**src/rtl/keccak_pkg.sv**
```systemverilog
// keccak_pkg: shared constants and types for the SHAKE core.
//   w / w_byte_size / w_byte_width : lane width in bits, bytes, and log2(bytes).
//   SHAKE128_RATE_WORDS / SHAKE256_RATE_WORDS : rate in lanes for each variant.
//   squeeze_state_t : state encoding of the squeeze output FSM.
package keccak_pkg;
  localparam int w            = 64;
  localparam int w_byte_size  = w / 8;
  localparam int w_byte_width = $clog2(w_byte_size);

  localparam int SHAKE128_RATE_WORDS = 21;
  localparam int SHAKE256_RATE_WORDS = 17;

  typedef enum logic [2:0] {
    SQ_IDLE       = 3'd0,
    SQ_WAIT_BLOCK = 3'd1,
    SQ_EMIT       = 3'd2,
    SQ_REQUEST    = 3'd3,
    SQ_DONE       = 3'd4
  } squeeze_state_t;
endpackage

```
**src/rtl/byte_valid_mask.sv**
```systemverilog
// byte_valid_mask: combinational valid-byte-count to keep-mask converter.
//   i_count : number of valid bytes (0..w_byte_size)
//   o_mask  : one bit per byte, bit b set when byte b is kept. Valid bytes are
//             the most-significant ones, so count k sets bits
//             w_byte_size-1 down to w_byte_size-k.
module byte_valid_mask
  import keccak_pkg::*;
(
  input  logic [w_byte_width:0]  i_count,
  output logic [w_byte_size-1:0] o_mask
);

  always_comb begin
    o_mask = '0;
    for (int b = 0; b < w_byte_size; b++) begin
      o_mask[b] = ((b + int'(i_count)) >= w_byte_size);
    end
  end

endmodule

```
**src/rtl/squeeze_output_unit.sv**
```systemverilog
// squeeze_output_unit: streams the rate part of the Keccak state one lane at a
// time, truncated to a byte-exact output length, and asks for further
// permutations when one rate block is not enough.
//   clk, rst          : clock, synchronous active-high reset
//   start             : begin a squeeze (IDLE only); out_len_bytes captured
//   block_valid/ready : permutation result available / unit waiting for one
//   word_idx          : lane index being read; state_word is that lane
//   perm_request      : one-cycle pulse requesting another permutation
//   dout*             : output stream; dout_valid_bytes counts MSB-first bytes
//   done              : one-cycle pulse when the squeeze completes
//   dbg_state         : current FSM state, for observation only
//
// Handshake: a word transfers on every rising edge where dout_valid and
// dout_ready are both high; while dout_valid is high and dout_ready is low,
// dout, dout_valid_bytes, dout_last and word_idx hold unchanged, and
// dout_valid never drops until the word is taken.
module squeeze_output_unit
  import keccak_pkg::*;
#(
  parameter int RATE_WORDS = 21,
  parameter int LEN_WIDTH  = 32
) (
  input  logic                                         clk,
  input  logic                                         rst,
  input  logic                                         start,
  input  logic [LEN_WIDTH-1:0]                         out_len_bytes,
  input  logic                                         block_valid,
  output logic                                         block_ready,
  output logic [((RATE_WORDS > 1) ? $clog2(RATE_WORDS) : 1)-1:0] word_idx,
  input  logic [w-1:0]                                 state_word,
  output logic                                         perm_request,
  output logic [w-1:0]                                 dout,
  output logic [w_byte_width:0]                        dout_valid_bytes,
  output logic                                         dout_last,
  output logic                                         dout_valid,
  input  logic                                         dout_ready,
  output logic                                         done,
  output logic [2:0]                                   dbg_state
);

  localparam int IDX_W = (RATE_WORDS > 1) ? $clog2(RATE_WORDS) : 1;
  localparam int VB_W  = w_byte_width + 1;

  squeeze_state_t       r_state;
  squeeze_state_t       w_next;
  logic [LEN_WIDTH-1:0] r_remaining;
  logic [IDX_W-1:0]     r_word_idx;

  logic [VB_W-1:0]        w_vbytes;
  logic                   w_last;
  logic [w_byte_size-1:0] w_mask;
  logic [w-1:0]           w_dout;
  logic                   w_idx_at_end;
  logic                   w_accept;

  // Byte count and last flag are forced to zero outside EMIT so the whole
  // output bus (including dout via the mask) reads 0 when nothing is offered.
  always_comb begin
    w_vbytes = '0;
    w_last   = 1'b0;
    if (r_state == SQ_EMIT) begin
      if (r_remaining >= LEN_WIDTH'(w_byte_size)) begin
        w_vbytes = VB_W'(w_byte_size);
      end else begin
        w_vbytes = r_remaining[VB_W-1:0];
      end
      w_last = (r_remaining <= LEN_WIDTH'(w_byte_size));
    end
  end

  byte_valid_mask u_mask (
    .i_count (w_vbytes),
    .o_mask  (w_mask)
  );

  always_comb begin
    w_dout = '0;
    for (int b = 0; b < w_byte_size; b++) begin
      if (w_mask[b]) begin
        w_dout[8*b +: 8] = state_word[8*b +: 8];
      end
    end
  end

  assign w_idx_at_end = (r_word_idx == IDX_W'(RATE_WORDS - 1));
  assign w_accept     = (r_state == SQ_EMIT) && dout_ready;

  always_comb begin
    w_next       = r_state;
    block_ready  = 1'b0;
    perm_request = 1'b0;
    done         = 1'b0;
    dout_valid   = 1'b0;
    case (r_state)
      SQ_IDLE: begin
        if (start) begin
          w_next = (out_len_bytes == '0) ? SQ_DONE : SQ_WAIT_BLOCK;
        end
      end
      SQ_WAIT_BLOCK: begin
        block_ready = 1'b1;
        if (block_valid) w_next = SQ_EMIT;
      end
      SQ_EMIT: begin
        dout_valid = 1'b1;
        if (dout_ready) begin
          if (w_last)            w_next = SQ_DONE;
          else if (w_idx_at_end) w_next = SQ_REQUEST;
        end
      end
      SQ_REQUEST: begin
        perm_request = 1'b1;
        w_next       = SQ_WAIT_BLOCK;
      end
      SQ_DONE: begin
        done   = 1'b1;
        w_next = SQ_IDLE;
      end
      default: w_next = SQ_IDLE;
    endcase
  end

  always_ff @(posedge clk) begin
    if (rst) begin
      r_state     <= SQ_IDLE;
      r_remaining <= '0;
      r_word_idx  <= '0;
    end else begin
      r_state <= w_next;
      case (r_state)
        SQ_IDLE: begin
          if (start) begin
            r_remaining <= out_len_bytes;
            r_word_idx  <= '0;
          end
        end
        SQ_WAIT_BLOCK: begin
          if (block_valid) r_word_idx <= '0;
        end
        SQ_EMIT: begin
          if (w_accept) begin
            r_remaining <= r_remaining - LEN_WIDTH'(w_vbytes);
            // On the block's final lane the index is reset when the next
            // block is accepted, so it simply holds here.
            if (!w_last && !w_idx_at_end) r_word_idx <= r_word_idx + 1'b1;
          end
        end
        default: ;
      endcase
    end
  end

  assign word_idx         = r_word_idx;
  assign dout             = w_dout;
  assign dout_valid_bytes = w_vbytes;
  assign dout_last        = w_last;
  assign dbg_state        = r_state;

endmodule

```
**config.mk**
```make
export PLATFORM = sky130hd
export DESIGN_NAME = squeeze_output_unit
export DESIGN_NICKNAME = d
export VERILOG_FILES = /design/src/rtl/keccak_pkg.sv /design/src/rtl/byte_valid_mask.sv /design/src/rtl/squeeze_output_unit.sv
export SDC_FILE = /design/constraint.sdc
export NUM_CORES = 1
export LEC_CHECK = 0
export CORE_MARGIN = 2
export CORE_UTILIZATION = 40
export CTS_CLUSTER_DIAMETER = 50
export CTS_CLUSTER_SIZE = 24
export DETAILED_ROUTE_END_ITERATION = 10
export PLACE_DENSITY_LB_ADDON = 0.08
export RECOVER_POWER = 25
export SETUP_SLACK_MARGIN = 0.1
export SYNTH_ARGS = -nofsm -noshare
export SYNTH_HDL_FRONTEND = slang
export SYNTH_SLANG_ARGS = --single-unit
```
**constraint.sdc**
```tcl
create_clock -name clk -period 5.03 [get_ports clk]
set_input_delay 0.7545 -clock clk [delete_from_list [all_inputs] [get_ports clk]]
set_output_delay 0.7545 -clock clk [all_outputs]
set_load 0.03 [all_outputs]
```
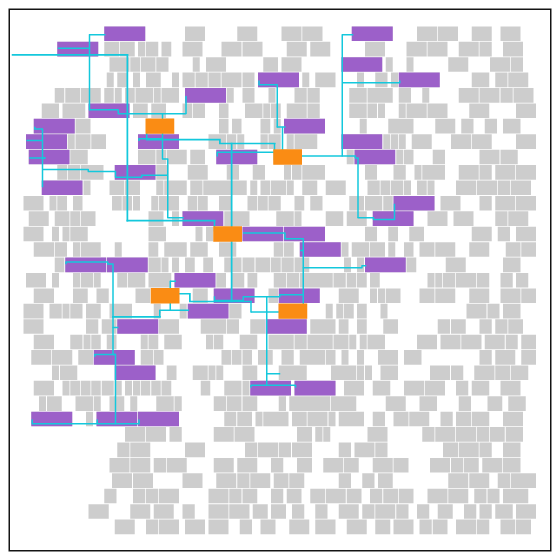
clk_routes.png
Key: orange = clock drivers [count 5]; purple = flip-flops [count 40]; cyan = clock wires [length 523 um]
There are 6 routed clock nets.
P_clk: 223 uW
clock skew: 0.005781 ns
Clk pwr share: 13.8%

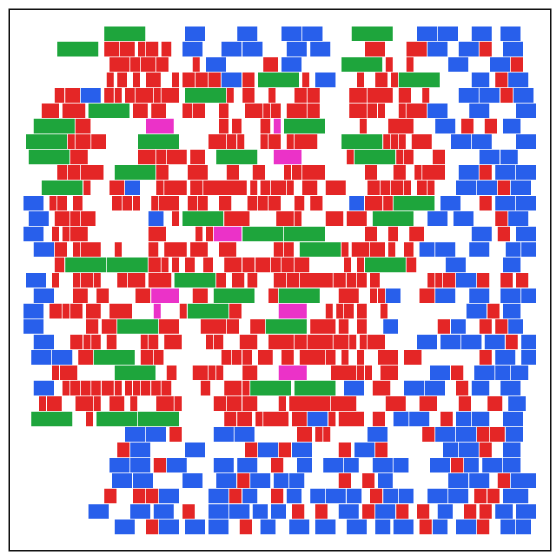
placement_by_type.png
Key: red = combinational and other logic [cells 386, share of their area 48%]; magenta = clock drivers and dummy loads [cells 8, share of their area 1.8%]; green = sequential cells [cells 40, share of their area 16%]; blue = remaining buffers and delay cells [cells 187, share of their area 35%]

==> impl_metrics.ini <==
; synthesis and place-and-route metrics
[power_and_ir_drop]
finalPower_uw = 1623
p_leak_uw = 0.002204
p_comb_uw = 959
p_int_uw = 877.4

[synthesis]
synthArstFlopShare_pct = 0
ff_type = dfxtp_1
synthCells = 451
top_area_share_pct = 24.02
synthSimpleGateAreaFrac_pct = 37.04
synth_area_um2 = 3334
edf_count = 0
mux_share_pct = 2.514

[sta]
fmax_mhz = 210.3
setup_ws_ns = 0.2748
drv_slew = 0
fin_setup_tns_ns = 0
min_period_over_period_pct = 94.54

[detailed_routing]
vias_per_cell = 5.631
num_vias = 4088
ant_nets = 0
drc = 0
drt-initial-drc-count = 276

[final_layout]
nets = 733
final_cell_mix = clkdlybuf4s50_1 (120), and2_1 (50), nor2_1 (40), dfxtp_1 (40)
design_area_um2 = 5231
regArea_um2 = 800.8
drive_above_1_share_pct = 10.31
layout_top_cell = clkdlybuf4s50_1
n_fill_cell = 731

[worst_setup_path]
cp_top_family = simple AND/OR/NAND/NOR gates
rr_endpoint = r_remaining[25]
worst-path-buf-inv = 2
ff2ff_setup_slack_ns = 0.48
critical_path.max_fanout = 8
critPathMostFrequentCell = or4_4
r2r_start = r_remaining[12]
required_ns = 4.28
cp-start-kind = register
ff2ff_path_depth = 12
path_depth = 12

[placement]
io_buffers = 181
place_ws_ns = 0.2704
placed_cells = 718
gp_congestion = 0.8590

[global_routing]
grt-ovfl-total = 0
grt_pass1_vias = 3768
antenna_found_initial = 0
grt_max_degree = 61

[floorplan]
tap-cell-count = 105
rows = 33

[clock_network]
root_buffer = clkbuf_8
cts.clk_slew.worst_paths_ns = 0.08
ctsHoldBuffers = 0

[flow_run]
cap_violations = 0

[worst_hold_path]
worstHoldStart = r_remaining[28]

[status]
outcome = finished clean
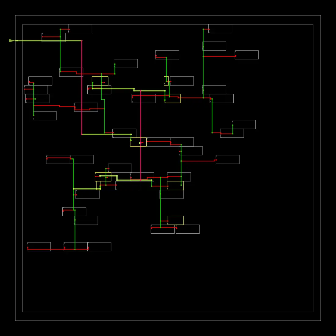
clocks.png
layout clock buffer count: 8
Sink Count: 40
Flop Count: 40
worst skew pair latency: 0.29 ns

[state kept, by name (all words and copies together), names as in the netlist]
| name | cells |
|---|---|
| r_remaining | 32 |
| word_idx | 5 |
| dbg_state | 3 |
[what timing repair did]
| item | CTS | global route |
|---|---|---|
| pin swaps | 0 | 0 |
| buffers inserted | 0 | 0 |
| setup endpoints to repair | 16 | 21 |
| gates resized | 15 | 3 |
[routing by layer]
layer | vias to the layer above | share of wire (%) | GRT usage [%]
met2 | 186 | 50 | 47.42
met1 | 1871 | 40 | 31.03
met5 | - | 0 | 0
met3 | 28 | 7.8 | 4.427
li1 | 2003 | - | -
met4 | 0 | 2.8 | 9.300
No activity file was given, so power comes from the tool's default toggle rates.
